### config.mk
export PLATFORM = sky130hd
export DESIGN_NAME = pulse_burst_gen
export DESIGN_NICKNAME = d
export VERILOG_FILES = /design/src/rtl/pulse_burst_pkg.sv /design/src/rtl/pulse_burst_gen_trig_edge_det.sv /design/src/rtl/pulse_burst_gen.sv
export SDC_FILE = /design/constraint.sdc
export NUM_CORES = 1
export LEC_CHECK = 0
export CORE_ASPECT_RATIO = 0.8
export CORE_UTILIZATION = 40
export CTS_CLUSTER_SIZE = 30
export DETAILED_ROUTE_END_ITERATION = 12
export PLACE_DENSITY_LB_ADDON = 0.2
export SLEW_MARGIN = 15
export SYNTH_ARGS = -nofsm -noshare
export SYNTH_HDL_FRONTEND = slang
export SYNTH_SLANG_ARGS = --single-unit
### constraint.sdc
create_clock -name sys_clk -period 3.3 [get_ports sys_clk]
set_input_delay 0.495 -clock sys_clk [delete_from_list [all_inputs] [get_ports sys_clk]]
set_output_delay 0.495 -clock sys_clk [all_outputs]
set_load 0.1 [all_outputs]
### src/rtl/pulse_burst_pkg.sv
// ============================================================================
// Module   : pulse_burst_pkg
// Purpose  : Shared types and default parameter values for the pulse burst
//            generator (FSM state encoding, default channel/field widths).
// Revision : 1.0 - initial release
// ============================================================================
`default_nettype none

package pulse_burst_pkg;

  // Default configuration of the generator.
  localparam int unsigned C_CH_NUM_DEF = 2;  // output channels (1..16)
  localparam int unsigned C_CNT_W_DEF  = 7;  // width/gap field width
  localparam int unsigned C_NUM_W_DEF  = 4;  // pulse-count field width

  // Burst FSM state encoding.
  typedef enum logic [1:0] {
    ST_IDLE = 2'd0,  // outputs low, waiting for a trigger edge
    ST_HIGH = 2'd1,  // enabled channels driven high
    ST_LOW  = 2'd2   // gap between two pulses of a burst
  } state_t;

endpackage : pulse_burst_pkg

`default_nettype wire

### src/rtl/pulse_burst_gen_trig_edge_det.sv
// ============================================================================
// Module   : trig_edge_det
// Purpose  : Two-register input stage and rising-edge detector for the burst
//            trigger. The rise output is derived from registers only, so no
//            combinational path exists from the trigger pin.
// Ports    : sys_clk   in  block clock
//            sys_rst_n in  asynchronous active-low reset
//            trig_i    in  trigger level
//            rise_o    out one-cycle high on a sampled rising edge
// Revision : 1.0 - initial release
// ============================================================================
`default_nettype none

module trig_edge_det (
  input  logic sys_clk,
  input  logic sys_rst_n,
  input  logic trig_i,
  output logic rise_o
);

  logic trig_d1_q;
  logic trig_d2_q;

  always_ff @(posedge sys_clk or negedge sys_rst_n) begin
    if (!sys_rst_n) begin
      trig_d1_q <= 1'b0;
      trig_d2_q <= 1'b0;
    end else begin
      trig_d1_q <= trig_i;
      trig_d2_q <= trig_d1_q;
    end
  end

  // High in the cycle after trig is first sampled high.
  assign rise_o = trig_d1_q & ~trig_d2_q;

endmodule : trig_edge_det

`default_nettype wire

### src/rtl/pulse_burst_gen.sv
// ============================================================================
// Module   : pulse_burst_gen
// Purpose  : Multi-channel burst generator. A rising trigger edge latches
//            width/gap/count/mask and emits <num> identical pulses of <width>
//            clocks separated by max(gap,1) clocks on the masked channels.
// Ports    : sys_clk    in  block clock
//            sys_rst_n  in  asynchronous active-low reset
//            trig       in  burst request level (rising edge acts)
//            cfg_width  in  [CNT_W]  high time per pulse, clocks
//            cfg_gap    in  [CNT_W]  low time between pulses, clocks
//            cfg_num    in  [NUM_W]  pulses per burst
//            cfg_ch_en  in  [CH_NUM] channel enable mask
//            pulse_out  out [CH_NUM] registered burst outputs
//            busy       out burst in progress
//            done       out one-cycle strobe at burst end / rejected trigger
// Build    : PULSE_BURST_RETRIG_EN - when defined, a trigger edge during a
//            burst restarts it with the newly latched configuration; when
//            undefined such an edge is ignored.
// Revision : 1.0 - initial release
// ============================================================================
`default_nettype none

module pulse_burst_gen
  import pulse_burst_pkg::*;
#(
  parameter int unsigned CH_NUM = C_CH_NUM_DEF,
  parameter int unsigned CNT_W  = C_CNT_W_DEF,
  parameter int unsigned NUM_W  = C_NUM_W_DEF
) (
  input  logic              sys_clk,
  input  logic              sys_rst_n,
  input  logic              trig,
  input  logic [CNT_W-1:0]  cfg_width,
  input  logic [CNT_W-1:0]  cfg_gap,
  input  logic [NUM_W-1:0]  cfg_num,
  input  logic [CH_NUM-1:0] cfg_ch_en,
  output logic [CH_NUM-1:0] pulse_out,
  output logic              busy,
  output logic              done
);

  // --------------------------------------------------------------------------
  // Trigger edge detection
  // --------------------------------------------------------------------------
  logic trig_rise;

  trig_edge_det u_trig_edge_det (
    .sys_clk   (sys_clk),
    .sys_rst_n (sys_rst_n),
    .trig_i    (trig),
    .rise_o    (trig_rise)
  );

  // --------------------------------------------------------------------------
  // State, counters, shadow configuration and output registers
  // --------------------------------------------------------------------------
  state_t            state_q, state_d;
  logic [CNT_W-1:0]  cnt_q,   cnt_d;
  logic [NUM_W-1:0]  pcnt_q,  pcnt_d;
  logic [CNT_W-1:0]  width_q, width_d;
  logic [CNT_W-1:0]  gap_q,   gap_d;
  logic [NUM_W-1:0]  num_q,   num_d;
  logic [CH_NUM-1:0] mask_q,  mask_d;
  logic [CH_NUM-1:0] pulse_q, pulse_d;
  logic              done_q,  done_d;

  // Terminal counts. A zero gap behaves as a one-clock gap so that
  // consecutive pulses always show a low cycle between them.
  logic [CNT_W-1:0] width_last;
  logic [CNT_W-1:0] gap_last;

  assign width_last = width_q - CNT_W'(1);
  assign gap_last   = (gap_q == '0) ? '0 : (gap_q - CNT_W'(1));

  // A trigger edge that (re)starts a burst.
  logic accept;

`ifdef PULSE_BURST_RETRIG_EN
  assign accept = trig_rise;
`else
  // Edges while busy are dropped; a new edge needs trig to go low first.
  assign accept = trig_rise && (state_q == ST_IDLE);
`endif

  // --------------------------------------------------------------------------
  // Next-state logic
  // --------------------------------------------------------------------------
  always_comb begin
    state_d = state_q;
    cnt_d   = cnt_q;
    pcnt_d  = pcnt_q;
    width_d = width_q;
    gap_d   = gap_q;
    num_d   = num_q;
    mask_d  = mask_q;
    done_d  = 1'b0;
    pulse_d = '0;

    case (state_q)
      ST_IDLE: begin
        state_d = ST_IDLE;
      end

      ST_HIGH: begin
        if (cnt_q == width_last) begin
          cnt_d = '0;
          if (pcnt_q == num_q) begin
            state_d = ST_IDLE;
            done_d  = 1'b1;
          end else begin
            state_d = ST_LOW;
          end
        end else begin
          cnt_d = cnt_q + CNT_W'(1);
        end
      end

      ST_LOW: begin
        if (cnt_q == gap_last) begin
          cnt_d   = '0;
          pcnt_d  = pcnt_q + NUM_W'(1);
          state_d = ST_HIGH;
        end else begin
          cnt_d = cnt_q + CNT_W'(1);
        end
      end

      default: begin
        state_d = ST_IDLE;
        cnt_d   = '0;
      end
    endcase

    // Accepted edge overrides the normal progression. When it lands on the
    // last cycle of a burst being restarted, the end-of-burst strobe is
    // suppressed. A zero count or width is rejected with a done strobe; in a
    // retrigger build that also abandons the running burst.
    if (accept) begin
      width_d = cfg_width;
      gap_d   = cfg_gap;
      num_d   = cfg_num;
      mask_d  = cfg_ch_en;
      cnt_d   = '0;
      done_d  = 1'b0;
      if ((cfg_num == '0) || (cfg_width == '0)) begin
        state_d = ST_IDLE;
        done_d  = 1'b1;
      end else begin
        state_d = ST_HIGH;
        pcnt_d  = NUM_W'(1);
      end
    end

    // Output register is loaded from the next state so the pulse appears on
    // the same edge that enters HIGH.
    pulse_d = (state_d == ST_HIGH) ? mask_d : '0;
  end

  // --------------------------------------------------------------------------
  // Registers
  // --------------------------------------------------------------------------
  always_ff @(posedge sys_clk or negedge sys_rst_n) begin
    if (!sys_rst_n) begin
      state_q <= ST_IDLE;
      cnt_q   <= '0;
      pcnt_q  <= '0;
      width_q <= '0;
      gap_q   <= '0;
      num_q   <= '0;
      mask_q  <= '0;
      pulse_q <= '0;
      done_q  <= 1'b0;
    end else begin
      state_q <= state_d;
      cnt_q   <= cnt_d;
      pcnt_q  <= pcnt_d;
      width_q <= width_d;
      gap_q   <= gap_d;
      num_q   <= num_d;
      mask_q  <= mask_d;
      pulse_q <= pulse_d;
      done_q  <= done_d;
    end
  end

  assign pulse_out = pulse_q;
  assign busy      = (state_q != ST_IDLE);
  assign done      = done_q;

endmodule : pulse_burst_gen

`default_nettype wire
==> impl_metrics.csv, run 1 <==
group,metric,value,unit
layout,comb_area,0.00132,mm2
pwr,pg_comb,0.000333,W
floorplan,fp-row-count,24,
sta,period_used_share,80.5,%
yosys,top_cells_by_count,"38 x dfrtp_1, 21 x mux2_2, 15 x xor2_1, 12 x inv_1, 10 x nor2_1",
layout,syn2layout_area_growth,17.5,%
layout,fill_cells,526,
place,place_area,0.00267,mm2
cts,cts.clk_slew.worst_paths,0.08,ns
yosys,ys.flops,38,
run_status,status,"finished, final reports clean",
cts,cts_setup_buffers,0,
cts,ctsLongestPathBuffers,2,
sta,fin_ws,0.643,ns
place,dpl_worst_slack,0.674,ns
critical_path,rr_worst_depth,9,
floorplan,coreArea,0.00559,mm2
sta,tightest_slew,0.971,ns
yosys,edf_count,0,
critical_path,cpLargestDelayFamily,"AND-OR/OR-AND gates",
yosys,synth_async_sr_flop_share,100,%
cts,cts.sinks,38,
pwr,switchingPower,0.000402,W
yosys,ys_cells,222,
place,place_hpwl,3480,um
critical_path,end_kind,"register",
pwr,p_int,0.000910,W
sta,rsz0062_at_grt,"false",
flow_run,warnings,28,
flow_run,max_cap_viol_count,0,
yosys,netlist_area,0.00237,mm2
global_route,met2_usage,24.6,%
yosys,top_cell_area_share,40.2,%
critical_path,worstSetupPathType,"register to register",
critical_path,cpPeakStageDelay,0.52,ns
layout,design_area,0.00278,mm2
pwr,pg_clk,0.000395,W
global_route,met1_usage,25.7,%
critical_path,rrSetupSlack,0.64,ns
==> run 1: layer usage <==
layer | wire length (um) | part of all wire, %
met1 | 2510 | 52
met4 | 19 | 0.39
met3 | 170 | 3.5
met2 | 2130 | 44
met5 | 0 | 0
==> run 1: worst max path at each step <==
stage | cells past startpoint | start | slack (ns) | endpoint
after floorplan | 9 | gap_q[0] | 0.92 | cnt_q[2]
after global placement | 9 | width_q[0] | 0.70 | pulse_out[1]
after detailed placement | 9 | width_q[0] | 0.67 | pulse_out[1]
after CTS | 9 | width_q[0] | 0.65 | pulse_out[1]
after global routing | 9 | width_q[0] | 0.45 | pulse_out[1]
final | 9 | width_q[0] | 0.64 | pulse_out[1]
==> run 1: cell families (layout without fill, tap and decap cells) <==
family          count (synthesis)  in the layout  share of synthesized area, %
compound gates                 40             40                          13.7
simple gates                   68             68                          17.5
xor+xnor                       24             24                          9.51
mux                            24             24                          11.3
flops                          38             38                          40.2
fa+ha+maj                       7              7                          3.70
buf+inv                        21             47                          4.12
==> run 1: state kept, by name, indices dropped and copies added, names as in the netlist, 2 cells and up <==
register,flops
gap_q,7
mask_q,2
state_q,2
pcnt_q,4
pulse_out,2
num_q,4
width_q,7
cnt_q,7
==> run 1: area by class of cell <==
cell class | count | area share [%]
sequential | 38 | 34.2
tap | 78 | 3.51
timing repair buffer | 27 | 9.36
inverter | 12 | 1.62
multi-input combinational | 163 | 47.4
clock buffer | 5 | 2.47
clock inverter | 3 | 1.44
==> run_1/layers.png <==
Scale bar: 20 um.
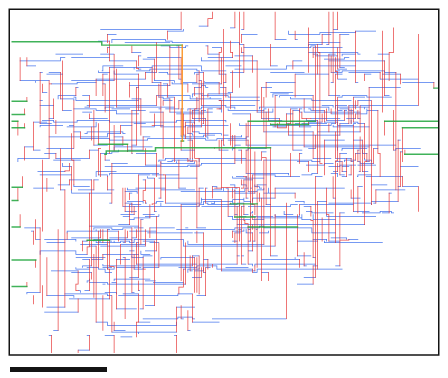
red -> M2  # wire length 2130 um
green -> M3  # wire length 170 um
blue -> M1  # wire length 2510 um
orange -> M4  # wire length 19.7 um

==> run_1/gates.png <==
Scale bar: 20 um.
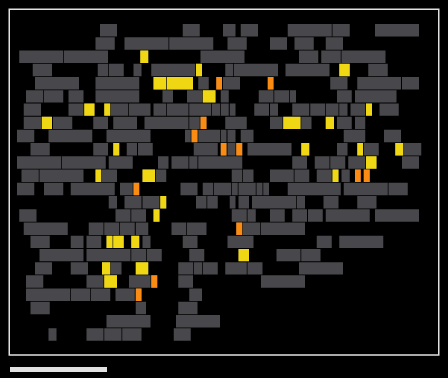
yellow -> nor cells  # cells 29
orange -> inv cells  # cells 12

==> run_1/class_map.png <==
Scale bar: 20 um. Fill, decap, tap and diode cells in grey.
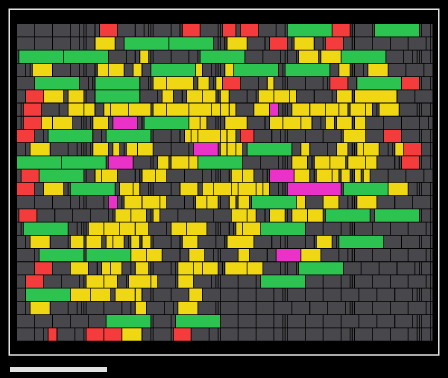
yellow -> remaining logic cells  # cells 175
magenta -> clock drivers and dummy loads  # cells 8
red -> remaining buffers and delay cells  # cells 27
green -> registers  # cells 38

==> run_1/ff_map.png <==
Scale bar: 20 um. Other sequential cells in the stronger grey, the rest of the logic in the fainter grey.
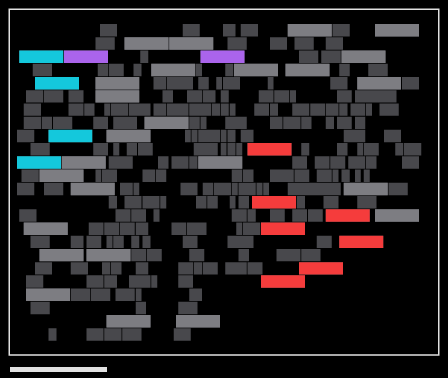
purple -> mask_q  # flops 2
red -> cnt_q  # flops 7
cyan -> num_q  # flops 4

--- run 2 (diff from run 1) ---
- clock period: 3.3 -> 2.35 ns (I/O delays scaled with it)
==> run_2/class_map.png <==
Scale bar: 20 um. Fill, decap, tap and diode cells in grey.
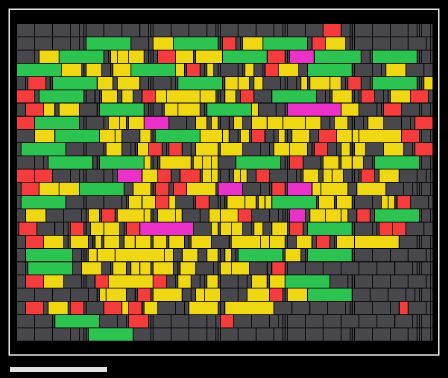
red -> remaining buffers and delay cells  # cells 63
yellow -> remaining logic cells  # cells 175
magenta -> clock drivers and dummy loads  # cells 8
green -> registers  # cells 38

==> run 2 against run 1 <==
  * Critical path type unchanged
  * Via count is 6.8% higher
  * The run now ends with negative setup slack left
  * Total power rose by 67%
  * Critical path depth is the same
  * Largest power group unchanged
  * Largest cell class unchanged
  * Critical endpoint unchanged
==> impl_metrics.csv, run 2 <==
group,metric,value,unit
run_status,status,"complete, but fails checks",
run_status,violations,"negative setup slack",
layout,fill_cells,490,
pwr,clkPwrFrac,30.8,%
pwr,pg_comb,0.000716,W
floorplan,fp-row-count,24,
yosys,netlist_area,0.00237,mm2
cts,cts.sinks,38,
sta,rsz0062_at_grt,"true",
critical_path,rrSetupSlack,-0.03,ns
critical_path,rr_startpoint,"gap_q[0]",
cts,ctsLongestPathBuffers,2,
yosys,top_cells_by_count,"38 x dfrtp_1, 21 x mux2_2, 15 x xor2_1, 12 x inv_1, 10 x nor2_1",
sta,period_used_share,101,%
pwr,p_int,0.00154,W
global_route,grt_max_degree,39,
sta,slew_headroom,42.2,%
yosys,topCombFamilyByArea,"simple AND/OR/NAND/NOR gates",
yosys,synth_cell_types,54,
place,place_area,0.00290,mm2
yosys,synthTopCellsByArea,"dfrtp_1 40%, mux2_2 10%, xor2_1 5.5%, ha_1 3.7%, xnor2_1 3.0%",
yosys,mux_share,11.3,%
sta,setup_violations,1,
place,place_hpwl,3780,um
critical_path,cpPeakStageDelay,0.40,ns
critical_path,worst_setup_path_start_kind,"register",
yosys,xor_share,9.51,%
pwr,switchingPower,0.000645,W
yosys,top_cell_area_share,40.2,%
yosys,ys_cells,222,
yosys,yosys.area_share.simple,17.5,%
flow_run,max_cap_viol_count,0,
layout,design_area,0.00323,mm2
yosys,edf_count,0,
yosys,synthAdderAreaFrac,3.70,%
cts,htreeDepth,2,
critical_path,cpLargestDelayFamily,"simple AND/OR/NAND/NOR gates",
pwr,ir_drop,0.000307,V
global_route,grt_antenna_before_repair,0,
layout,syn2layout_area_growth,36.6,%
pwr,pg_clk,0.000674,W
yosys,ys.flops,38,
layout,reg.largest.list,"cnt_q (7), gap_q (7), width_q (7)",
yosys,flop_cell,"dfrtp_1",
global_route,grt_pass1_wl,8540,um
pwr,p_comb_share,32.7,%
sta,tightest_slew,0.868,ns
critical_path,end_kind,"register",
flow_run,warnings,31,
drt,drt_pass1_iterations,4,
place,dpl_worst_slack,-0.101,ns
yosys,synthAoiAreaFrac,13.7,%
sta,fin_ws,-0.0277,ns
floorplan,coreArea,0.00559,mm2
cts,cts.clk_slew.worst_paths,0.08,ns
critical_path,worstSetupPathType,"register to register",
sta,drv_slew,0,
critical_path,rr_worst_depth,9,
yosys,synth_async_sr_flop_share,100,%
-- run 2: cell counts after synthesis --
Identical to the previous run, type by type.
-- run 2: final cells by class --
class / instances / area [um2] / share of cell area, %
sequential: 38 / 953 / 29.5
clock inverter: 3 / 68.8 / 2.13
timing repair buffer: 63 / 531 / 16.4
multi-input combinational: 163 / 1470 / 45.5
inverter: 12 / 45.0 / 1.39
clock buffer: 5 / 68.8 / 2.13
tap: 78 / 97.6 / 3.02
-- run 2: per-stage QoR --
step	total power (W)	util (%)	setup TNS, ns
after floorplan	0.00117	-	-0.0183
after global placement	0.00139	52.0	-0.0645
after detailed placement	0.00140	52.0	-0.509
after CTS	0.00215	56.0	-0.131
after global routing	0.00232	57.9	-0.604
final	0.00219	57.9	-0.0277
-- run 2: routing by layer --
metal / vias to the layer above / part of all wire, % / track usage [%]
met5: - / 0 / 0
met4: 0 / 0.76 / 5.38
met3: 4 / 2.6 / 4.55
met2: 27 / 46 / 28.0
met1: 896 / 50 / 25.0
li1: 927 / - / -
-- run 2: worst max path at each step --
| stage | slack (ns) | from | cells past startpoint | endpoint |
|---|---|---|---|---|
| floorplan | -0.02 | gap_q[0] | 9 | cnt_q[2] |
| global placement | -0.04 | gap_q[1] | 9 | cnt_q[2] |
| detailed placement | -0.10 | gap_q[1] | 9 | cnt_q[2] |
| CTS | -0.04 | gap_q[1] | 9 | cnt_q[2] |
| global route | -0.1 | gap_q[0] | 9 | pulse_out[1] |
| finish | -0.03 | gap_q[0] | 9 | pulse_out[1] |
-- run 2: timing repair --
item | in CTS | in global routing
pin swaps | 5 | 6
setup endpoints to repair | 9 | 14
setup buffers | 2 | 3
gates resized | 13 | 15
No activity file was given, so power comes from the tool's default toggle rates.
